==> src/rtl/cmd_port_hub_if.sv <==
// Bus bundle between a KCPSM6 port interface (plus peripheral channels) and cmd_port_hub.
// ch_in_valid is a single-cycle qualifier: a byte is offered for exactly the cycle it is high and
// is never held waiting for ready; ch_in_ready is status only (holding register empty), so a byte
// offered while ready=0 is dropped and flagged as overrun.
interface cmd_port_hub_if #(parameter int NUM_CH = 4);
   logic [7:0]          port_id;
   logic [7:0]          port_out;
   logic [7:0]          port_in;
   logic                write_strobe;
   logic                k_write_strobe;
   logic                read_strobe;
   logic                interrupt;
   logic                interrupt_ack;
   logic [8*NUM_CH-1:0] ch_out_data;
   logic [NUM_CH-1:0]   ch_out_valid;
   logic [8*NUM_CH-1:0] ch_in_data;
   logic [NUM_CH-1:0]   ch_in_valid;
   logic [NUM_CH-1:0]   ch_in_ready;

   modport master (
      output port_id, port_out, write_strobe, k_write_strobe, read_strobe, interrupt_ack,
             ch_in_data, ch_in_valid,
      input  port_in, interrupt, ch_out_data, ch_out_valid, ch_in_ready
   );

   modport slave (
      input  port_id, port_out, write_strobe, k_write_strobe, read_strobe, interrupt_ack,
             ch_in_data, ch_in_valid,
      output port_in, interrupt, ch_out_data, ch_out_valid, ch_in_ready
   );
endinterface

==> src/rtl/cmd_port_hub.sv <==
// KCPSM6 port-bus hub: decodes writes into per-channel output pulses, captures channel input
// bytes into holding registers with full/overrun status, and raises a maskable interrupt.
module cmd_port_hub #(
   parameter int         NUM_CH    = 4,     // 1..8
   parameter logic [7:0] BASE_ADDR = 8'h00  // low five bits must be zero
) (
   input logic          clk,
   input logic          reset,
   cmd_port_hub_if.slave bus
);
   localparam logic [2:0] BASE_HI = BASE_ADDR[7:5];

   logic [7:0]          hold [NUM_CH];
   logic [NUM_CH-1:0]   in_full, overrun, irq_pend, irq_mask;
   logic [8*NUM_CH-1:0] out_data;
   logic [NUM_CH-1:0]   out_valid;
   logic [7:0]          port_in_q;
   logic                interrupt_q;

   logic                hit;
   logic [4:0]          offset;
   logic [NUM_CH-1:0]   wr_vec, rd_data_clr, rd_stat_clr, pend_clr, full_kept;
   logic                mask_we;
   logic [7:0]          rd_mux;

   assign hit    = (bus.port_id[7:5] == BASE_HI);
   assign offset = bus.port_id[4:0];

   always_comb begin
      wr_vec      = '0;
      rd_data_clr = '0;
      rd_stat_clr = '0;
      pend_clr    = '0;
      mask_we     = 1'b0;
      rd_mux      = 8'h00;
      for (int c = 0; c < NUM_CH; c++) begin
         if (bus.write_strobe && hit && offset == 5'(2*c))     wr_vec[c] = 1'b1;
         // OUTPUTK carries only a 4-bit port number, so it bypasses the base decode
         if (bus.k_write_strobe && bus.port_id[3:0] == 4'(c)) wr_vec[c] = 1'b1;
         if (bus.read_strobe && hit && offset == 5'(2*c))      rd_data_clr[c] = 1'b1;
         if (bus.read_strobe && hit && offset == 5'(2*c+1))    rd_stat_clr[c] = 1'b1;
         if (hit && offset == 5'(2*c))                         rd_mux = hold[c];
         if (hit && offset == 5'(2*c+1))                       rd_mux = {6'b0, overrun[c], in_full[c]};
      end
      if (bus.write_strobe && hit && offset == 5'h10) pend_clr = bus.port_out[NUM_CH-1:0];
      if (bus.k_write_strobe && bus.port_id[3:0] == 4'hF) pend_clr = '1;
      if (bus.write_strobe && hit && offset == 5'h11) mask_we = 1'b1;
      if (hit && offset == 5'h10) rd_mux = 8'(irq_pend);
      if (hit && offset == 5'h11) rd_mux = 8'(irq_mask);
      if (hit && offset == 5'h12) rd_mux = 8'(NUM_CH);
   end

   // A data read in the same cycle as a new byte frees the old byte first, so the new one fits.
   assign full_kept = in_full & ~rd_data_clr;

   always_ff @(posedge clk or negedge reset) begin
      if (!reset) begin
         for (int c = 0; c < NUM_CH; c++) hold[c] <= 8'h00;
         in_full     <= '0;
         overrun     <= '0;
         irq_pend    <= '0;
         irq_mask    <= '0;
         out_data    <= '0;
         out_valid   <= '0;
         port_in_q   <= 8'h00;
         interrupt_q <= 1'b0;
      end else begin
         for (int c = 0; c < NUM_CH; c++) begin
            if (wr_vec[c]) out_data[8*c +: 8] <= bus.port_out;
            if (bus.ch_in_valid[c] && !full_kept[c]) hold[c] <= bus.ch_in_data[8*c +: 8];
         end
         out_valid   <= wr_vec;
         in_full     <= full_kept | bus.ch_in_valid;
         overrun     <= (overrun & ~rd_stat_clr) | (bus.ch_in_valid & full_kept);
         irq_pend    <= (irq_pend & ~pend_clr) | bus.ch_in_valid;
         if (mask_we) irq_mask <= bus.port_out[NUM_CH-1:0];
         port_in_q   <= rd_mux;
         interrupt_q <= (|(irq_pend & irq_mask)) & ~bus.interrupt_ack;
      end
   end

   assign bus.port_in      = port_in_q;
   assign bus.interrupt    = interrupt_q;
   assign bus.ch_out_data  = out_data;
   assign bus.ch_out_valid = out_valid;
   assign bus.ch_in_ready  = ~in_full;
endmodule

==> src/flat_wrapper.sv <==
// flat-port wrapper written by rule: the top's interface ports become plain ports
module cmd_port_hub_flat 
#(
   parameter int         NUM_CH    = 4,            
   parameter logic [7:0] BASE_ADDR = 8'h00                               
)
  (clk, reset, bus_port_id, bus_port_out, bus_write_strobe, bus_k_write_strobe, bus_read_strobe, bus_interrupt_ack, bus_ch_in_data, bus_ch_in_valid, bus_port_in, bus_interrupt, bus_ch_out_data, bus_ch_out_valid, bus_ch_in_ready);
  cmd_port_hub_if #(.NUM_CH(NUM_CH)) bus_i ();
  input logic clk;
  input logic reset;
  input wire logic [$bits(bus_i.port_id)-1:0] bus_port_id;
  input wire logic [$bits(bus_i.port_out)-1:0] bus_port_out;
  input wire logic [$bits(bus_i.write_strobe)-1:0] bus_write_strobe;
  input wire logic [$bits(bus_i.k_write_strobe)-1:0] bus_k_write_strobe;
  input wire logic [$bits(bus_i.read_strobe)-1:0] bus_read_strobe;
  input wire logic [$bits(bus_i.interrupt_ack)-1:0] bus_interrupt_ack;
  input wire logic [$bits(bus_i.ch_in_data)-1:0] bus_ch_in_data;
  input wire logic [$bits(bus_i.ch_in_valid)-1:0] bus_ch_in_valid;
  output wire logic [$bits(bus_i.port_in)-1:0] bus_port_in;
  output wire logic [$bits(bus_i.interrupt)-1:0] bus_interrupt;
  output wire logic [$bits(bus_i.ch_out_data)-1:0] bus_ch_out_data;
  output wire logic [$bits(bus_i.ch_out_valid)-1:0] bus_ch_out_valid;
  output wire logic [$bits(bus_i.ch_in_ready)-1:0] bus_ch_in_ready;
  assign bus_i.port_id = bus_port_id;
  assign bus_i.port_out = bus_port_out;
  assign bus_i.write_strobe = bus_write_strobe;
  assign bus_i.k_write_strobe = bus_k_write_strobe;
  assign bus_i.read_strobe = bus_read_strobe;
  assign bus_i.interrupt_ack = bus_interrupt_ack;
  assign bus_i.ch_in_data = bus_ch_in_data;
  assign bus_i.ch_in_valid = bus_ch_in_valid;
  assign bus_port_in = bus_i.port_in;
  assign bus_interrupt = bus_i.interrupt;
  assign bus_ch_out_data = bus_i.ch_out_data;
  assign bus_ch_out_valid = bus_i.ch_out_valid;
  assign bus_ch_in_ready = bus_i.ch_in_ready;
  cmd_port_hub #(.NUM_CH(NUM_CH), .BASE_ADDR(BASE_ADDR)) u_core (.clk(clk), .reset(reset), .bus(bus_i));
endmodule
==> config.mk <==
export PLATFORM = sky130hd
export DESIGN_NAME = cmd_port_hub_flat
export DESIGN_NICKNAME = d
export VERILOG_FILES = /design/src/rtl/cmd_port_hub_if.sv /design/src/rtl/cmd_port_hub.sv /design/src/flat_wrapper.sv
export SDC_FILE = /design/constraint.sdc
export NUM_CORES = 1
export LEC_CHECK = 0
export ABC_CLOCK_PERIOD_IN_PS = 1950
export CAP_MARGIN = 20
export CORE_ASPECT_RATIO = 0.7
export CORE_UTILIZATION = 50
export CTS_BUF_LIST = sky130_fd_sc_hd__clkbuf_16
export DETAILED_ROUTE_END_ITERATION = 7
export GPL_TIMING_DRIVEN = 0
export PLACE_DENSITY = 0.82
export SLEW_MARGIN = 5
export SYNTH_ARGS = -nofsm -noshare
export SYNTH_HDL_FRONTEND = slang
export SYNTH_SLANG_ARGS = --single-unit
==> constraint.sdc <==
create_clock -name clk -period 1.95 [get_ports clk]
set_input_delay 0.195 -clock clk [delete_from_list [all_inputs] [get_ports clk]]
set_output_delay 0.195 -clock clk [all_outputs]
set_load 0.01 [all_outputs]
==> results.py, run 1 <==
# Physical implementation metrics
metrics = {
    "critical_path": {
        "r2r_start": "u_core.overrun[1]",
        "required_ns": 2.17,
        "cp_max_fo": 5,
    },
    "power": {
        "comb-power_w": 0.00105,
        "p_leak_nw": 2.49,
        "power.density_nw_per_um2": 875,
        "combPwrFrac_pct": 20.7,
        "p_sw_share_pct": 24.9,
    },
    "placement": {
        "place_congestion": 0.864,
        "dp_hpwl_um": 7560,
    },
    "sta": {
        "fin_tns_setup_ns": 0,
        "fin_hold_ws_ns": 0.291,
        "fin_crit_ns": 1.90,
        "worst_pin_slew_ns": 0.576,
        "setup_viol": 0,
    },
    "clock_tree": {
        "insertion_delay_ns": 0.34,
        "cts_buffer_depth": 2,
        "cts_root_buffer": "clkbuf_16",
    },
    "grt": {
        "grt_max_degree": 51,
        "grt_use_total_pct": 25.5,
    },
    "floorplanning": {
        "die_h_um": 78.0,
    },
    "detailed_routing": {
        "drt-met1-wl_um": 4880,
        "dr_wl_met3_um": 652,
        "drt_pass1_iterations": 5,
    },
    "outcome": {
        "run_status": "finished, final reports clean",
    },
    "cells_and_area": {
        "inv_count": 10,
        "lay_top_cells": "clkdlybuf4s50_1 (98), dfrtp_1 (93), mux2_2 (67)",
        "nFillCells": 562,
    },
    "flow_run": {
        "warnings": 26,
    },
    "synth": {
        "yosysTopAreaCell": "dfrtp_1",
    },
}
## run 1: registers in the layout, summed over array words and instances (netlist names)
register	flops
u_core.irq_pend	4
u_core.bus.ch_out_data	32
u_core.irq_mask	4
u_core.overrun	4
u_core.bus.port_in	8
u_core.bus.interrupt	1
u_core.bus.ch_out_valid	4
u_core.in_full	4
u_core.hold	32
## run 1: worst max-delay path: cells and delay by family
family / cells / cell delay, ns
AND-OR/OR-AND: 1 / 0.17
buffers and inverters: 2 / 0.73
multiplexers: 1 / 0.32
AND/OR/NAND/NOR: 3 / 0.70
## run 1: cells in the mapped netlist, types with 3 or more instances
| master | instances |
|---|---|
| o22a_1 | 5 |
| nand2b_1 | 9 |
| a21oi_1 | 11 |
| buf_2 | 5 |
| inv_1 | 10 |
| or3_1 | 3 |
| a31o_2 | 5 |
| a22oi_1 | 4 |
| nand4_1 | 6 |
| nor2_1 | 17 |
| nor3_1 | 6 |
| clkbuf_1 | 9 |
| mux2i_1 | 13 |
| nand3_1 | 5 |
| and3_1 | 4 |
| nand2_1 | 18 |
| dfrtp_1 | 93 |
| mux2_2 | 67 |
| o21ai_0 | 14 |
## run 1: what timing repair did
item	in CTS	in global routing
pin swaps	2	2
hold buffers	1	0
setup buffers	5	0
resized	17	18
gates cloned	1	0
setup endpoints to repair	81	50
endpoints found under the hold margin	43	0
## run 1: path summary, 6_finish.rpt
| check | cells after the start | to |
|---|---|---|
| setup / recovery | 7 | u_core.bus.ch_out_data[23] |
| max in group asynchronous | 3 | u_core.bus.ch_out_data[3] |
| hold reg to reg | 1 | u_core.hold[14] |
| hold / removal | 3 | u_core.bus.port_in[0] |
| min in group asynchronous | 2 | u_core.bus.ch_out_data[5] |
| setup reg to reg | 5 | u_core.bus.port_in[1] |
run_1/final_placement.png
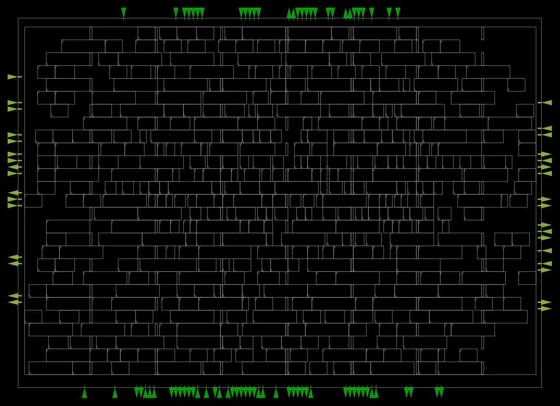
Flops: 93
final core occ: 72.9%
sequential share of cell area: 40.2%
row count: 27

run_1/cell_classes.png
Fill, decap, tap and diode cells in grey.
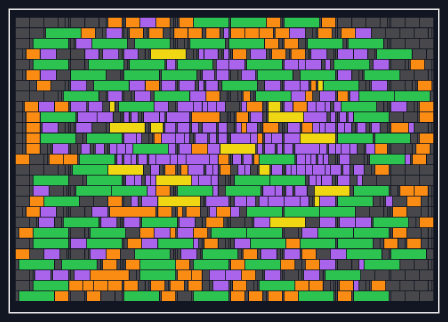
- orange: other buffers and delay cells (cells 126)
- purple: all other logic (cells 226)
- green: flip-flops (cells 93)
- yellow: clock drivers and dummy loads (cells 16)
fin area: 5790 um2
Core Area: 7940 um2

run_1/met3.png
The bar under the picture is 20 um long.
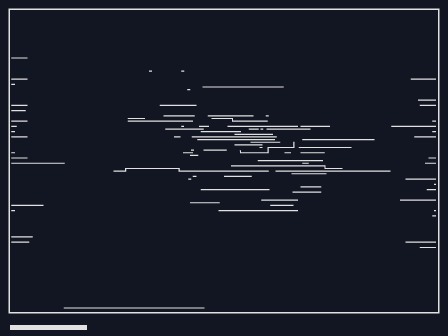
- wire length on this layer: 653 um
- nets with wire on the layer: 69
- share of all routed wire: 6.1%
- longest straight run: 36.1 um
- main direction: horizontal

run_1/port_nets.png
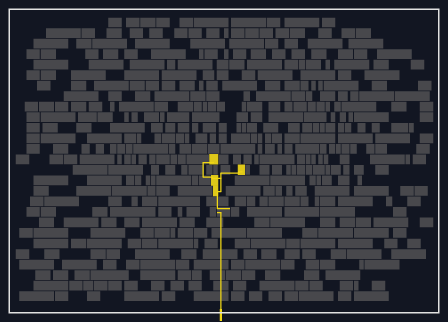

==> run 2: changes to the inputs <==
--- a/config.mk
+++ b/config.mk
@@ -8,11 +8,10 @@
 export ABC_CLOCK_PERIOD_IN_PS = 1950
 export CAP_MARGIN = 20
 export CORE_ASPECT_RATIO = 0.7
-export CORE_UTILIZATION = 50
+export CORE_UTILIZATION = 35
 export CTS_BUF_LIST = sky130_fd_sc_hd__clkbuf_16
 export DETAILED_ROUTE_END_ITERATION = 7
 export GPL_TIMING_DRIVEN = 0
-export PLACE_DENSITY = 0.82
 export SLEW_MARGIN = 5
 export SYNTH_ARGS = -nofsm -noshare
 export SYNTH_HDL_FRONTEND = slang
run_2/port_nets.png
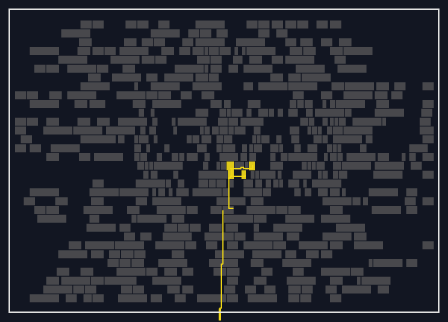
- yellow: bus_k_write_strobe (bits 1; direction input; edge bottom; end cells 4; buffers 1; wire 59.8 um)
Ports: 107
port buffer count: 103

==> run 2 against run 1 <==
Worst setup slack worse by 0.017 ns; clock power barely moved; critical endpoint is now u_core.bus.ch_out_data[19]; highest routed layer unchanged; cell count is 8.7% higher; utilization fell by 21 points.
==> results.py, run 2 <==
# Physical implementation metrics
metrics = {
    "outcome": {
        "run_status": "finished, final reports clean",
    },
    "synth": {
        "yosys-top-cells-count": "dfrtp_1 (93), mux2_2 (67), nand2_1 (18), nor2_1 (17), o21ai_0 (14)",
        "synthArstFlopShare_pct": 100,
        "netlist_area_um2": 4130,
    },
    "power": {
        "p_sw_share_pct": 24.9,
        "power.density_nw_per_um2": 874,
        "comb-power_w": 0.00104,
    },
    "cells_and_area": {
        "lay_top_cells": "clkdlybuf4s50_1 (100), dfrtp_1 (93), mux2_2 (67)",
        "nFillCells": 1003,
        "final_core_util_pct": 51.5,
        "layout.cells.most_common": "clkdlybuf4s50_1",
    },
    "clock_tree": {
        "insertion_delay_ns": 0.34,
        "cts_buffer_depth": 2,
        "cts.htree.levels": 3,
        "cts_root_buffer": "clkbuf_16",
    },
    "critical_path": {
        "reg2reg_depth": 5,
        "required_ns": 2.17,
        "timing.rr.end": "u_core.bus.port_in[1]",
        "cpLargestDelayFamily": "simple AND/OR/NAND/NOR gates",
        "r2r_start": "u_core.overrun[1]",
        "crit_buf_inv": 2,
    },
    "floorplanning": {
        "coreArea_um2": 11300,
        "die_h_um": 92.9,
    },
    "grt": {
        "grt_use_total_pct": 18.3,
        "grt_max_degree": 49,
        "grt_pass1_wl_um": 16900,
    },
    "sta": {
        "worst_pin_slew_ns": 0.618,
        "fin_hold_ws_ns": 0.290,
        "setup_viol": 0,
        "fin_tns_setup_ns": 0,
        "fin_crit_ns": 1.92,
    },
    "detailed_routing": {
        "drt_pass1_iterations": 5,
        "dr_total_vias": 3103,
    },
    "placement": {
        "dp_hpwl_um": 8010,
        "place_ws_ns": -0.919,
        "place_congestion": 0.832,
    },
    "flow_run": {
        "warnings": 26,
    },
    "worst_hold_path": {
        "min_path_cells": 3,
        "whs_endpoint": "u_core.bus.port_in[0]",
    },
}
## run 2: cell families (layout without fill, tap and decap cells)
group                  after synthesis  after routing  share of synthesized area (%)
muxes                               81             81                           21.7
AOI/OAI and AO/OA                   57             57                           9.39
buffers and inverters               26            149                           2.70
and+or+nand+nor                     78             78                           9.85
DFF                                 93             93                           56.4
## run 2: worst max path at each step
stage / endpoint / slack, ns / cells after the start
floorplan: u_core.bus.ch_out_data[16] / 0.01 / 6
global placement: u_core.bus.port_in[6] / -2.70 / 1
detailed placement: u_core.hold[1] / -0.92 / 6
CTS: u_core.hold[14] / 0.003 / 6
global route: u_core.bus.ch_out_data[23] / 0.005 / 7
finish: u_core.bus.ch_out_data[19] / 0.03 / 7
## run 2: worst min-delay path, stage by stage
cell and delay, ns:
buf_6 0.11, or4_1 0.11, and3_1 0.17
## run 2: per-stage QoR
step	instances	cell area, um2
5_1_grt	611	5790
6_report	611	5790
2_1_floorplan	335	4130
4_1_cts	609	5750
3_5_place_dp	592	5380
3_3_place_gp	591	5350
## run 2: final cells by class
class                           count  area [um2]  area share [%]
Clock inverter                      7        66.3            1.14
Clock buffer                        9         225            3.89
Inverter                           10        37.5           0.648
Buffer                             14        72.6            1.25
Multi-Input combinational cell    216        1760            30.4
Tap cell                          153         191            3.30
Sequential cell                    93        2330            40.2
Timing Repair Buffer              109        1110            19.2
## run 2: timing repair
item | CTS | global route
gates resized | 17 | 11
buffers inserted | 1 | 3
pin swaps | 1 | 4
setup endpoints to repair | 84 | 48
hold endpoints to repair | 45 | 0
hold buffers | 1 | 0
## run 2: per-layer routing
metal / vias to the layer above / wire length [um]
met5: - / 0
met4: 0 / 93
met3: 8 / 506
met2: 93 / 4870
met1: 1545 / 5260
li1: 1457 / -
Power is estimated from default activity; no workload was simulated.
